Fig. 1: run 1, clock wires, drivers and flops
Drawn at 3 px/µm.
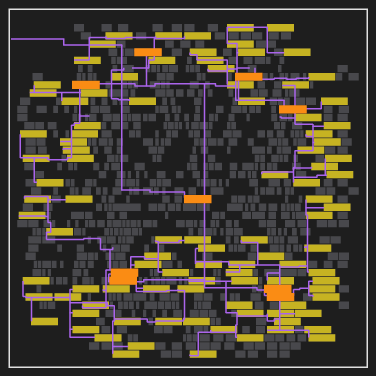
Fig. 2: run 1, met3 routing
Drawn at 4 px/µm. Cells faint in the background.
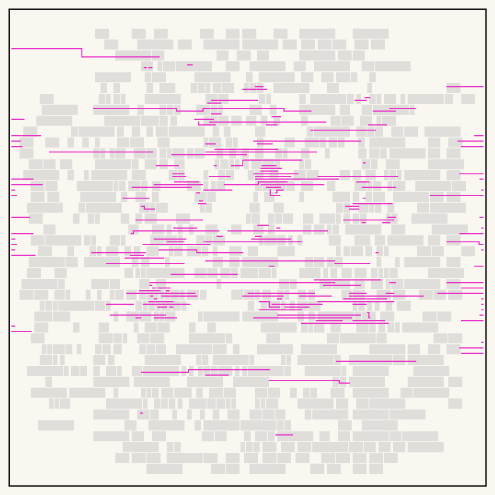
Fig. 3: run 1, local utilization
Drawn at 3 px/µm. The die is cut into 12 by 12 equal tiles; white is low, dark blue is high, 0 to 100% covered.
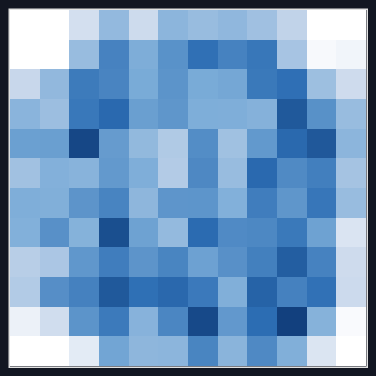
Fig. 4: run 1, clock nets
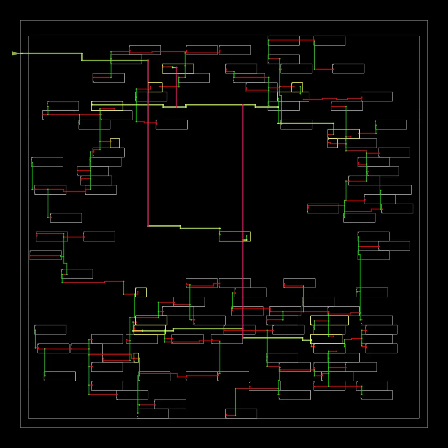
### config.mk
export PLATFORM = sky130hd
export DESIGN_NAME = posit_unpack_n_flat
export DESIGN_NICKNAME = d
export VERILOG_FILES = /design/src/rtl/posit_pkg.sv /design/src/rtl/posit_unpack_n_if.sv /design/src/rtl/posit_unpack_n.sv /design/src/flat_wrapper.sv
export SDC_FILE = /design/constraint.sdc
export NUM_CORES = 1
export LEC_CHECK = 0
export CORE_MARGIN = 2
export CORE_UTILIZATION = 45
export CTS_BUF_LIST = sky130_fd_sc_hd__clkbuf_16
export DETAILED_ROUTE_END_ITERATION = 16
export PLACE_DENSITY = 0.68
export SETUP_SLACK_MARGIN = 0.5
export SLEW_MARGIN = 10
export SYNTH_ARGS = -nofsm -noshare
export SYNTH_HDL_FRONTEND = slang
export SYNTH_SLANG_ARGS = --single-unit
### constraint.sdc
create_clock -name clk -period 4.1 [get_ports clk]
set_input_delay 0.615 -clock clk [delete_from_list [all_inputs] [get_ports clk]]
set_output_delay 0.615 -clock clk [all_outputs]
set_load 0.01 [all_outputs]
### src/rtl/posit_pkg.sv
// Shared posit definitions: decoder FSM states, regime width helper and special-value patterns.
package posit_pkg;

    typedef enum logic [2:0] {
        StIdle,
        StCheck,
        StRegime,
        StExp,
        StFrac,
        StDone
    } state_e;

    // Signed regime width: must hold k in [-(n-2), n-2].
    function automatic int unsigned posit_kw(input int unsigned n);
        return $clog2(n) + 1;
    endfunction

    function automatic logic [63:0] posit_zero(input int unsigned n);
        return 64'd0 & ((64'd1 << n) - 64'd1);
    endfunction

    function automatic logic [63:0] posit_nar(input int unsigned n);
        return 64'd1 << (n - 1);
    endfunction

endpackage

### src/rtl/posit_unpack_n_if.sv
// Handshake and result bundle between a posit producer/consumer and the unpacker.
interface posit_unpack_n_if #(
    parameter int unsigned N  = 32,
    parameter int unsigned ES = 2,
    parameter int unsigned KW = posit_pkg::posit_kw(N)
);
    logic                   in_valid;
    logic                   in_ready;
    logic [N-1:0]           posit_in;
    logic                   out_valid;
    logic                   out_ready;
    logic                   sign;
    logic                   zero;
    logic                   nar;
    logic signed [KW-1:0]   k;
    logic [ES-1:0]          exp;
    logic [N-1:0]           frac;
    logic signed [KW+ES-1:0] scale;

    modport master (
        output in_valid, posit_in, out_ready,
        input  in_ready, out_valid, sign, zero, nar, k, exp, frac, scale
    );

    modport slave (
        input  in_valid, posit_in, out_ready,
        output in_ready, out_valid, sign, zero, nar, k, exp, frac, scale
    );
endinterface

### src/rtl/posit_unpack_n.sv
// Iterative posit<N,ES> decoder: scans the regime one bit per cycle, then extracts
// exponent, hidden-bit fraction and combined scale behind a valid/ready handshake.
module posit_unpack_n
    import posit_pkg::*;
#(
    parameter int unsigned N  = 32,
    parameter int unsigned ES = 2,
    parameter int unsigned KW = posit_kw(N)
) (
    input logic             clk,
    input logic             rst,
    posit_unpack_n_if.slave bus
);

    localparam logic [N-1:0] ZeroPat = N'(posit_zero(N));
    localparam logic [N-1:0] NarPat  = N'(posit_nar(N));

    state_e                  state_q, state_d;
    logic [N-1:0]            p_hold_q;
    logic [KW-1:0]           rem_q;
    logic [KW-1:0]           run_q;
    logic                    rbit_q;
    logic                    sign_q;
    logic                    zero_q;
    logic                    nar_q;
    logic signed [KW-1:0]    k_q;
    logic [ES-1:0]           exp_q;
    logic [N-1:0]            frac_q;
    logic signed [KW+ES-1:0] scale_q;

    logic                    special;
    logic                    top_bit;
    logic                    regime_end;
    logic [N-1:0]            p_abs;
    logic [KW-1:0]           exp_bits;

    always_comb begin
        special    = (p_hold_q == ZeroPat) || (p_hold_q == NarPat);
        p_abs      = p_hold_q[N-1] ? (~p_hold_q + N'(1)) : p_hold_q;
        top_bit    = p_hold_q[N-1];
        // Stop on a terminator, or when the last remaining bit is consumed as part of the run.
        regime_end = (top_bit != rbit_q) || (rem_q == KW'(1));
        exp_bits   = (rem_q < KW'(ES)) ? rem_q : KW'(ES);
    end

    always_ff @(posedge clk or posedge rst) begin
        if (rst) begin
            state_q <= StIdle;
        end else begin
            state_q <= state_d;
        end
    end

    always_comb begin
        state_d = state_q;
        case (state_q)
            StIdle:   if (bus.in_valid) state_d = StCheck;
            StCheck:  state_d = special ? StDone : StRegime;
            StRegime: if (regime_end) state_d = StExp;
            StExp:    state_d = StFrac;
            StFrac:   state_d = StDone;
            StDone:   if (bus.out_ready) state_d = StIdle;
            default:  state_d = StIdle;
        endcase
    end

    always_comb begin
        bus.in_ready  = (state_q == StIdle);
        bus.out_valid = (state_q == StDone);
    end

    always_ff @(posedge clk or posedge rst) begin
        if (rst) begin
            p_hold_q <= '0;
            rem_q    <= '0;
            run_q    <= '0;
            rbit_q   <= 1'b0;
            sign_q   <= 1'b0;
            zero_q   <= 1'b0;
            nar_q    <= 1'b0;
            k_q      <= '0;
            exp_q    <= '0;
            frac_q   <= '0;
            scale_q  <= '0;
        end else begin
            case (state_q)
                StIdle: begin
                    if (bus.in_valid) begin
                        p_hold_q <= bus.posit_in;
                        sign_q   <= 1'b0;
                        zero_q   <= 1'b0;
                        nar_q    <= 1'b0;
                        k_q      <= '0;
                        exp_q    <= '0;
                        frac_q   <= '0;
                        scale_q  <= '0;
                    end
                end
                StCheck: begin
                    sign_q <= p_hold_q[N-1];
                    if (special) begin
                        zero_q <= ~p_hold_q[N-1];
                        nar_q  <= p_hold_q[N-1];
                    end else begin
                        p_hold_q <= p_abs << 1;
                        rem_q    <= KW'(N - 1);
                        run_q    <= '0;
                        rbit_q   <= p_abs[N-2];
                    end
                end
                StRegime: begin
                    p_hold_q <= p_hold_q << 1;
                    rem_q    <= rem_q - KW'(1);
                    if (top_bit == rbit_q) run_q <= run_q + KW'(1);
                end
                StExp: begin
                    // Bits past rem are already zero, so a short exponent is zero-padded for free.
                    exp_q    <= p_hold_q[N-1 -: ES];
                    p_hold_q <= p_hold_q << exp_bits;
                    rem_q    <= rem_q - exp_bits;
                    k_q      <= rbit_q ? $signed(run_q - KW'(1)) : $signed(KW'(0) - run_q);
                end
                StFrac: begin
                    frac_q  <= {1'b1, p_hold_q[N-1:1]};
                    scale_q <= ($signed({{ES{k_q[KW-1]}}, k_q}) <<< ES)
                             + $signed({{KW{1'b0}}, exp_q});
                end
                default: ;
            endcase
        end
    end

    assign bus.sign  = sign_q;
    assign bus.zero  = zero_q;
    assign bus.nar   = nar_q;
    assign bus.k     = k_q;
    assign bus.exp   = exp_q;
    assign bus.frac  = frac_q;
    assign bus.scale = scale_q;

endmodule

### src/flat_wrapper.sv
// flat-port wrapper written by rule: the top's interface ports become plain ports
module posit_unpack_n_flat import posit_pkg::*;
#(
    parameter int unsigned N  = 32,
    parameter int unsigned ES = 2,
    parameter int unsigned KW = posit_kw(N)
)
  (clk, rst, bus_in_valid, bus_posit_in, bus_out_ready, bus_in_ready, bus_out_valid, bus_sign, bus_zero, bus_nar, bus_k, bus_exp, bus_frac, bus_scale);
  posit_unpack_n_if #(.N(N), .ES(ES), .KW(KW)) bus_i ();
  input logic clk;
  input logic rst;
  input wire logic [$bits(bus_i.in_valid)-1:0] bus_in_valid;
  input wire logic [$bits(bus_i.posit_in)-1:0] bus_posit_in;
  input wire logic [$bits(bus_i.out_ready)-1:0] bus_out_ready;
  output wire logic [$bits(bus_i.in_ready)-1:0] bus_in_ready;
  output wire logic [$bits(bus_i.out_valid)-1:0] bus_out_valid;
  output wire logic [$bits(bus_i.sign)-1:0] bus_sign;
  output wire logic [$bits(bus_i.zero)-1:0] bus_zero;
  output wire logic [$bits(bus_i.nar)-1:0] bus_nar;
  output wire logic [$bits(bus_i.k)-1:0] bus_k;
  output wire logic [$bits(bus_i.exp)-1:0] bus_exp;
  output wire logic [$bits(bus_i.frac)-1:0] bus_frac;
  output wire logic [$bits(bus_i.scale)-1:0] bus_scale;
  assign bus_i.in_valid = bus_in_valid;
  assign bus_i.posit_in = bus_posit_in;
  assign bus_i.out_ready = bus_out_ready;
  assign bus_in_ready = bus_i.in_ready;
  assign bus_out_valid = bus_i.out_valid;
  assign bus_sign = bus_i.sign;
  assign bus_zero = bus_i.zero;
  assign bus_nar = bus_i.nar;
  assign bus_k = bus_i.k;
  assign bus_exp = bus_i.exp;
  assign bus_frac = bus_i.frac;
  assign bus_scale = bus_i.scale;
  posit_unpack_n #(.N(N), .ES(ES), .KW(KW)) u_core (.clk(clk), .rst(rst), .bus(bus_i));
endmodule
==> CHANGELOG.md, run 1 <==
### Changed

- Area Overhead vs Synth: 21.5%
- CTS Hold Bufs: 0
- Synth Cell Area: 5930 µm²
- Fmax: 0.316 GHz
- First-pass GRT wire length: 30.6 mm
- Vias in the first global route: approximately 5.6k
- P_comb: 3.18 mW
- Final WL: roughly 19 mm
- Detailed-placement wirelength estimate: 12.8 mm
- Top cell category: multi-input combinational cells
- Hold Crit Class: flop to flop
- # diodes: 0
- PD cells: between 800 and 900 nW/µm²
- Most numerous logic cell after layout: dfrtp_1
- Yosys warns: 0
- Largest power group: combinational logic
- Final nets: 773
- OpenROAD warnings: 28
- Syn Area/Cell: 8.66 µm²
- Crit path cell chain: nor4_2, nand4_1, or4_1, nand2_1, a2111oi_0, a211oi_1
- Ao+oa area frac: 0.293
- Vias/cell: between 6 and 7
- Final Skew: 9.22 ps
- RSZ-0062 raised after global routing: no
- TritonCTS buffer count: 9
- Final setup violation count: 0
- Residual DRC: 0
- RD Place Congestion: 0.900
- Setup TNS: 0 ps
- Postcts setup bufs: 0
- Critical Path Max Stage Delay: 690 ps
- Avg WL per Cell: roughly 21 µm
- Most frequent cells in the layout: dfrtp_1 (99), clkdlybuf4s50_1 (88), nand2_1 (86)
- Place WS: 1030 ps
- Sw Ratio: 0.469
- DRT Pass-1 Iters: 5
- Share of cells above drive strength 1: 0.0747
- Worst setup startpoint: u_core.p_hold_q[9]
- Chip Area, Yosys: 5930 µm²
- Min Tclk post-route: about 3200 ps
- Inverters, non-clock: 11
- Init Core Util: 0.466
- 1st-iter DRT viols: 691
- CTS H-tree lvls: 3
- Crit path to: u_core.p_hold_q[31]
- Filler Cell Count: 1201
- Cell type with the largest total area: dfrtp_1
- Clock sinks: slightly below 100
- Largest net degree at the start of global routing: approximately 43
- Die H: 119 µm
- Mux share: 0.00675
- Reg2reg path depth: 6
- # IOs: 89
- Comb power frac: 0.520
- Setup crit end kind: flop
- Final Cycle Share: 0.772
- Critical path class: flop to flop
- MI comb cells: 503
- # rows: a little over 40
- Share of power burned in registers: 0.338
- Async SR Flop Fraction: 1.00
- Comb area share: 0.436
- Synth Instances: a little under 700
- Hold WS: 488 ps
- R2R Setup Slk: about 940 ps
- Yosys cell types: 73
- Core footprint: ~13000 µm²
- Outcome: finished, final reports clean
- VDD IR max: 328 µV
- CP Max Fanout: 15
- Detail Route Antenna Nets: 0
- Seq. pwr: 2.06 mW
- Register share after synthesis: 0.418
- Synth Area in Adders: 0.0127
- Seq cells: roughly 100
- Reg-to-reg startpoint: u_core.p_hold_q[9]
- Post-synth regs: 99
- Worst Hold End: u_core.bus.frac[31]
- Crit path max-delay cell type: or4_1
- Slew HR: 0.264
- Die area: about 14000 µm²
- Flop share of the area: 0.344
- Gr usage total: 0.274
- Sw Pwr: ~2.9 mW
- PnR worst setup slack: 936 ps
- Synth area leaders: dfrtp_1 (42%), a22o_1 (6.4%), nand2_1 (5.4%), o21ai_0 (4.6%), clkbuf_1 (3.5%)
- XOR/XNOR Fraction of Synth Area: 0.0222
- Startpoint Class: flop
- Slew of the pin with the lowest slew margin: around 1100 ps
- Die W: ~120 µm
- Main logic family after synthesis: AND-OR/OR-AND gates
- Antenna violations before repair: 0
- Top post-synthesis cells by count: dfrtp_1 (99), nand2_1 (86), clkbuf_1 (55)
- Reg-to-reg endpoint: u_core.p_hold_q[31]
- Root Buffer: clkbuf_16
- Worst Hold Depth: 1
- Number of max-cap violations: 0
- Int Power: 3.24 mW
- Nets at Floorplan: 727
- Layout non-clock buf frac: 0.142
- Register area: 2480 µm²
- Worst Path Required: 4370 ps
- CP arrival: 3430 ps
- Global route total overflow: 0
- LEAKAGE: 2.88 nW
- CTS tree: done
- Simple share: 0.189
- Tap Cells: 172
- Port bufs: roughly 90
- Clock-net power: 0.871 mW
- Slew Viols, Final: 0
- Clk pwr share: 0.143
- Final hold violation count: 0
- Vias: 5786
- Number of synthesized flops with an enable pin: 0
- Synth Flop Type: dfrtp_1
- Worst Hold Launch: u_core.bus.frac[31]
About Fig. 1:
- flip-flops: yellow (count 99)
- cells driving clock nets: orange (count 9)
- clock wires: purple (length 1280 µm)
- flops lie: spread over the die
- routed clock nets: 10

About Fig. 2:
- main direction: horizontal
- longest straight run: 46.2 µm
- wire length on this layer: 1440 µm
- nets with wire on the layer: 121

About Fig. 3:
- fullest tile: 94%
- mean over tiles: 50%
- tiles over 75% full: 10%

About Fig. 4:
clkbuf count: 9
Insertion Delay late pin: 360 ps

[run 1: per-stage QoR]
stage                      util  instance area [µm²]  std cells  power (mW)
after global placement    0.543                 6900        892        5.09
after global routing      0.566                 7210        908        6.52
after floorplan               -                 5930        685        3.99
after detailed placement  0.543                 6900        892        5.17
after CTS                 0.566                 7210        908        6.06
final                     0.566                 7210        908        6.11
[run 1: worst max-delay path, delay by kind of cell (launching register included)]
| family | cells | cell delay [ps] |
|---|---|---|
| AND-OR/OR-AND | 2 | 430 |
| AND/OR/NAND/NOR | 4 | 2120 |
| flip-flops | 1 | 520 |
[run 1: metal layers]
layer / vias to the layer above / global-route usage / routed length [µm]
met5: - / 0 / 0
met4: 0 / 0.0982 / 467
met3: 44 / 0.0536 / 1440
met2: 298 / 0.418 / 8690
met1: 2790 / 0.387 / 8450
li1: 2654 / - / -
==> run 1 -> run 2 <==
- PLACE_DENSITY: 0.68 -> 0.71
- clock period: 4.1 -> 2.9 ns (I/O delays scaled with it)
Fig. 5: run 2, local utilization
Drawn at 3 px/µm. The die is cut into 12 by 12 equal tiles; white is low, dark blue is high, 0 to 100% covered.
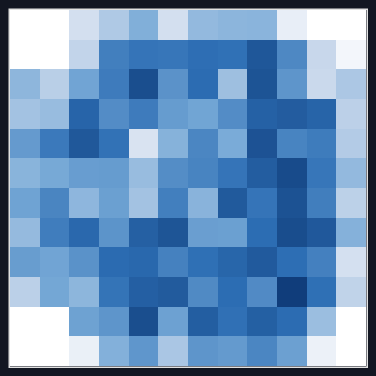
- tiles over 75% full: 23%
- mean over tiles: 54%
- nearly empty tiles: 8.3%
- fullest tile: 95%

Fig. 6: run 2, clock nets
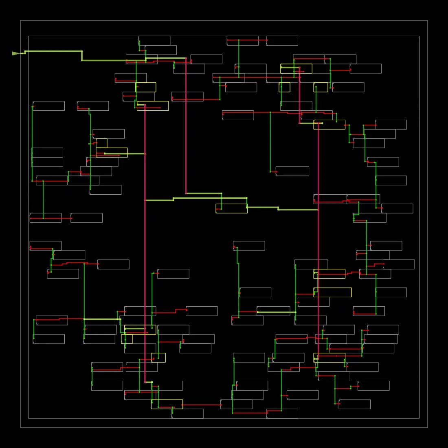
TritonCTS buffer count: 9
Seq cells: 99

==> CHANGELOG.md, run 2 <==
### Changed

- # rows: 41 (unchanged)
- Startpoint Class: flop (unchanged)
- RSZ-0062 raised after global routing: yes (was no)
- CTS H-tree lvls: 3 (unchanged)
- Fmax: 0.412 GHz (was 0.316 GHz)
- Post-layout util: 0.611 (was 0.566)
- Residual DRC: 0 (unchanged)
- Setup crit end kind: flop (unchanged)
- Core footprint: 12700 µm² (unchanged)
- GR Layer Usage met1: 0.414 (was 0.387)
- Worst Hold Launch: u_core.bus.frac[31] (unchanged)
- Yosys cell types: 73 (unchanged)
- Final WL: 21.0 mm (was 19.0 mm)
- CP Max Fanout: 10 (was 15)
- Fin cells: 952 (was 908)
- Place WS: 198 ps (was 1030 ps)
- # diodes: 0 (unchanged)
- Metal2 WL: 9.66 mm (was 8.69 mm)
- Reg-to-reg startpoint: u_core.p_hold_q[1] (was u_core.p_hold_q[9])
- Final nets: 817 (was 773)
- Antenna violations before repair: 0 (unchanged)
- Slew of the pin with the lowest slew margin: 731 ps (was 1100 ps)
- Top post-synthesis cells by count: dfrtp_1 (99), nand2_1 (86), clkbuf_1 (55) (unchanged)
- Sw Pwr: 4.47 mW (was 2.87 mW)
- Yosys warns: 0 (unchanged)
- R2R Setup Slk: 470 ps (was 940 ps)
- Gr usage total: 0.300 (was 0.274)
- Met3 Wirelength: 1.87 mm (was 1.44 mm)
- Synth Instances: 685 (unchanged)
- Detailed-placement wirelength estimate: 13.2 mm (was 12.8 mm)
- Crit path cell chain: inv_2, ha_4, nor4b_4, nand4_1, or4_4, buf_6, o311ai_4, clkbuf_16, a22o_1 (was nor4_2, nand4_1, or4_1, nand2_1, a2111oi_0, a211oi_1)
- Clock sinks: 99 (unchanged)
- Vias in the first global route: 6119 (was 5586)
- P_comb: 5.55 mW (was 3.18 mW)
- Chip Area, Yosys: 5930 µm² (unchanged)
- Slew Viols, Final: 0 (unchanged)
- Vias/cell: 6.50 (was 6.37)
- Vias: 6188 (was 5786)
- Clk pwr share: 0.136 (was 0.143)
- GRT busiest layer: met2 (unchanged)
- RD Place Congestion: 0.911 (was 0.900)
- PnR worst setup slack: 471 ps (was 936 ps)
- DRT Pass-1 Iters: 5 (unchanged)
- Register share after synthesis: 0.418 (unchanged)
- Most numerous logic cell after layout: dfrtp_1 (unchanged)
- Comb power frac: 0.579 (was 0.520)
- LEAKAGE: 3.19 nW (was 2.88 nW)
- Outcome: finished, final reports clean (unchanged)
- Design area: 7780 µm² (was 7210 µm²)
- Clock-net power: 1.30 mW (was 0.871 mW)
- CTS tree: done (unchanged)
- Most frequent cells in the layout: dfrtp_1 (90), clkdlybuf4s50_1 (87), nand2_1 (78) (was dfrtp_1 (99), clkdlybuf4s50_1 (88), nand2_1 (86))
- Avg WL per Cell: 22.1 µm (was 21.0 µm)
- Slew HR: 0.511 (was 0.264)
- Worst Path Required: 3210 ps (was 4370 ps)
- Largest net degree at the start of global routing: 100 (was 43)
- Init Core Util: 0.466 (unchanged)
- Final Skew: 14.3 ps (was 9.22 ps)
- Worst setup startpoint: u_core.p_hold_q[1] (was u_core.p_hold_q[9])
- Port bufs: 88 (unchanged)
- Largest power group: combinational logic (unchanged)
- Crit. path cell count: 9 (was 6)
- Die W: 119 µm (unchanged)
- OpenROAD warnings: 30 (was 28)
- Reg2reg path depth: 9 (was 6)
- CP arrival: 2740 ps (was 3430 ps)
- Worst Hold End: u_core.bus.frac[31] (unchanged)
- Worst Hold Depth: 1 (unchanged)
- Post-synth regs: 99 (unchanged)
- Area Overhead vs Synth: 31.2% (was 21.5%)
- Syn Area/Cell: 8.66 µm² (unchanged)
- PnR Total Power: 9.58 mW (was 6.11 mW)
- Sw Ratio: 0.467 (was 0.469)
- CP bufs+invs: 3 (was 0)
- VDD IR max: 530 µV (was 328 µV)
- Top Layer Used: met4 (unchanged)
- Synth Cell Area: 5930 µm² (unchanged)
- Min Tclk post-route: 2430 ps (was 3160 ps)
[run 2: cell counts after synthesis]
No cell type changed its count.
[run 2: cell type report]
type,instances,share of cell area
Multi-Input combinational cell,504,0.422
Clock inverter,7,0.0122
Inverter,11,0.00595
Sequential cell,99,0.320
Clock buffer,9,0.0290
Timing Repair Buffer,150,0.183
Tap cell,172,0.0277
[run 2: kinds of logic (layout without fill, tap and decap cells)]
family / after synthesis / after routing / synth area share
AOI/OAI and AO/OA: 255 / 255 / 0.293
xor gates and xnor gates: 15 / 15 / 0.0222
adders and majority gates: 6 / 6 / 0.0127
buffers and inverters: 83 / 177 / 0.0586
DFF: 99 / 99 / 0.418
muxes: 4 / 4 / 0.00675
other: 1 / 1 / 0.000632
and+or+nand+nor: 222 / 223 / 0.189
==> run 2 -> run 3 <==
- clock period: 2.9 -> 2.2 ns (I/O delays scaled with it)
==> CHANGELOG.md, run 3 <==
### Changed

- Clock-net power: 1.69 mW (was 1.30 mW)
- Crit path max-delay cell type: or4_4 (unchanged)
- PD cells: 1640 nW/µm² (was 1230 nW/µm²)
- Global route total overflow: 0 (unchanged)
- Worst Path Required: 2460 ps (was 3210 ps)
- Largest net degree at the start of global routing: 100 (unchanged)
- Crit. path cell count: 9 (unchanged)
- R2R Setup Slk: -270 ps (was 470 ps)
- CP Max Fanout: 7 (was 10)
- Slew Viols, Final: 0 (unchanged)
- TritonCTS buffer count: 9 (unchanged)
- CP top delay family: simple AND/OR/NAND/NOR gates (unchanged)
- DRT Pass-1 Iters: 7 (was 5)
- Min Tclk post-route: 2470 ps (was 2430 ps)
- Fmax: 0.405 GHz (was 0.412 GHz)
- Avg WL per Cell: 22.6 µm (was 22.1 µm)
- Crit path to: u_core.p_hold_q[5] (was u_core.p_hold_q[2])
- P_comb: 9.74 mW (was 5.55 mW)
- Top post-synthesis cells by count: dfrtp_1 (99), nand2_1 (86), clkbuf_1 (55) (unchanged)
- Synth Cell Area: 5930 µm² (unchanged)
- Yosys cell types: 73 (unchanged)
- XOR/XNOR Fraction of Synth Area: 0.0222 (unchanged)
- Slew HR: 0.611 (was 0.511)
- CTS Hold Bufs: 0 (unchanged)
- Fin cells: 1037 (was 952)
- Final nets: 902 (was 817)
- Main logic family after synthesis: AND-OR/OR-AND gates (unchanged)
- Outcome: complete, but fails checks (was finished, final reports clean)
- 1st-iter DRT viols: 1227 (was 778)
- Largest power group: combinational logic (unchanged)
- LEAKAGE: 3.75 nW (was 3.19 nW)
- Clk pwr share: 0.115 (was 0.136)
- Reg-to-reg endpoint: u_core.p_hold_q[5] (was u_core.p_hold_q[2])
- RSZ-0062 raised after global routing: yes (unchanged)
- Synth area leaders: dfrtp_1 (42%), a22o_1 (6.4%), nand2_1 (5.4%), o21ai_0 (4.6%), clkbuf_1 (3.5%) (unchanged)
- Slew of the pin with the lowest slew margin: 583 ps (was 731 ps)
- PnR Total Power: 14.7 mW (was 9.58 mW)
- Failing checks: negative setup slack
- Final Skew: 9.66 ps (was 14.3 ps)
- Critical Path Max Stage Delay: 660 ps (was 590 ps)
- Filler Cell Count: 947 (was 1121)
- Area Overhead vs Synth: 50.6% (was 31.2%)
- Nets at Floorplan: 727 (unchanged)
- CTS tree: done (unchanged)
- Root Buffer: clkbuf_16 (unchanged)
- Design area: 8930 µm² (was 7780 µm²)
- Detail Route Antenna Nets: 0 (unchanged)
- Die W: 119 µm (unchanged)
- Setup TNS: -8230 ps (was 0 ps)
- Port bufs: 88 (unchanged)
- Vias: 6915 (was 6188)
- Gr usage total: 0.322 (was 0.300)
- Post-synth regs: 99 (unchanged)
- Final hold violation count: 0 (unchanged)
- # diodes: 0 (unchanged)
- Share of cells above drive strength 1: 0.312 (was 0.173)
- Synth Instances: 685 (unchanged)
- Crit path cell chain: buf_6, nor4_4, nand4_1, or4_4, buf_12, nand2_8, buf_12, a21oi_2, a21o_1 (was inv_2, ha_4, nor4b_4, nand4_1, or4_4, buf_6, o311ai_4, clkbuf_16, a22o_1)
- Most frequent cells in the layout: buf_4 (116), dfrtp_1 (99), clkdlybuf4s50_1 (86) (was dfrtp_1 (90), clkdlybuf4s50_1 (87), nand2_1 (78))
- Yosys warns: 0 (unchanged)
- Detailed-placement wirelength estimate: 14.4 mm (was 13.2 mm)
- Comb power frac: 0.664 (was 0.579)
- RD Place Congestion: 0.968 (was 0.911)
- Syn Area/Cell: 8.66 µm² (unchanged)
- Die area: 14100 µm² (unchanged)
- Post-layout util: 0.702 (was 0.611)
- Reg2reg path depth: 9 (unchanged)
- Share of power burned in registers: 0.222 (was 0.285)
- Residual DRC: 0 (unchanged)
- Final WL: 23.4 mm (was 21.0 mm)
- Vias in the first global route: 6819 (was 6119)
- Sw Pwr: 6.75 mW (was 4.47 mW)
- Insertion Delay late pin: 360 ps (was 370 ps)
- PnR worst setup slack: -270 ps (was 471 ps)
- Vias/cell: 6.67 (was 6.50)
- Antenna violations before repair: 0 (unchanged)
- Chip Area, Yosys: 5930 µm² (unchanged)
- Cell area after placement: 7820 µm² (was 7090 µm²)
- # IOs: 89 (unchanged)
- VDD IR max: 815 µV (was 530 µV)
- Final setup violation count: 45 (was 0)
- Cell type with the largest total area: dfrtp_1 (unchanged)
- # rows: 41 (unchanged)
- CP arrival: 2730 ps (was 2740 ps)
- CTS H-tree lvls: 3 (unchanged)
- Synth Area in Adders: 0.0127 (unchanged)
- Placed cells: 989 (was 914)
- Register share after synthesis: 0.418 (unchanged)
- Sw Ratio: 0.460 (was 0.467)
- Startpoint Class: flop (unchanged)
- Mux share: 0.00675 (unchanged)
-- run 3: layer usage --
metal,part of all wire,up-vias,global-route usage
met5,0,-,0
met4,0.054,0,0.181
met3,0.10,129,0.0705
met2,0.46,498,0.490
met1,0.38,3377,0.426
li1,-,2911,-
-- run 3: what timing repair did --
action | CTS | global route
cloned | 6 | 1
endpoints found under the setup margin | 52 | 99
pin swaps | 27 | 18
buffers inserted | 14 | 11
gates resized | 67 | 72
-- run 3: cell type report --
cell class	instances	area, µm²	area share
Clock buffer	9	225	0.0252
Clock inverter	7	88.8	0.00995
Inverter	11	52.6	0.00588
Multi-Input combinational cell	507	3690	0.413
Sequential cell	99	2480	0.277
Tap cell	172	215	0.0241
Timing Repair Buffer	232	2180	0.244
-- run 3: tightest hold or removal path: cells and delay by family --
family / cells / cell delay, ps
buffers and inverters: 3 / 890
Fig. 7: run 3, signal wires on met1
Drawn at 2 px/µm. Supply wires on this layer in grey.
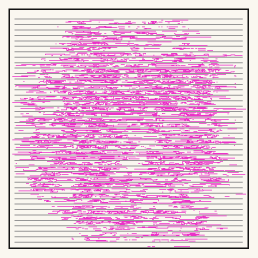
- wire length on this layer: 8850 µm
- longest straight run: 46.0 µm
- nets with wire on the layer: 823

Fig. 8: run 3, met3 routing
Drawn at 4 px/µm. Cells faint in the background.
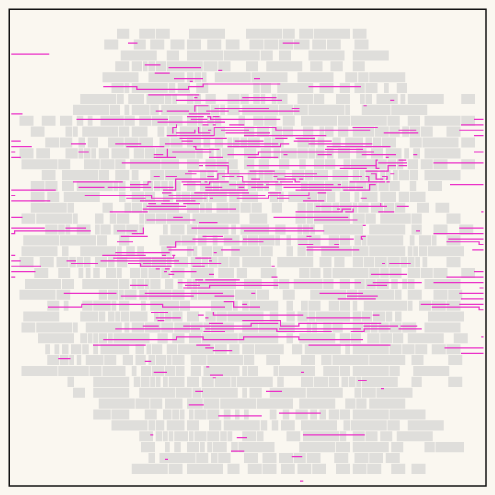
- share of all routed wire: 10%
- wire length on this layer: 2430 µm
- longest straight run: 45.5 µm
- nets with wire on the layer: 177

Power figures rest on the tool's default switching activity, not on a simulated workload.
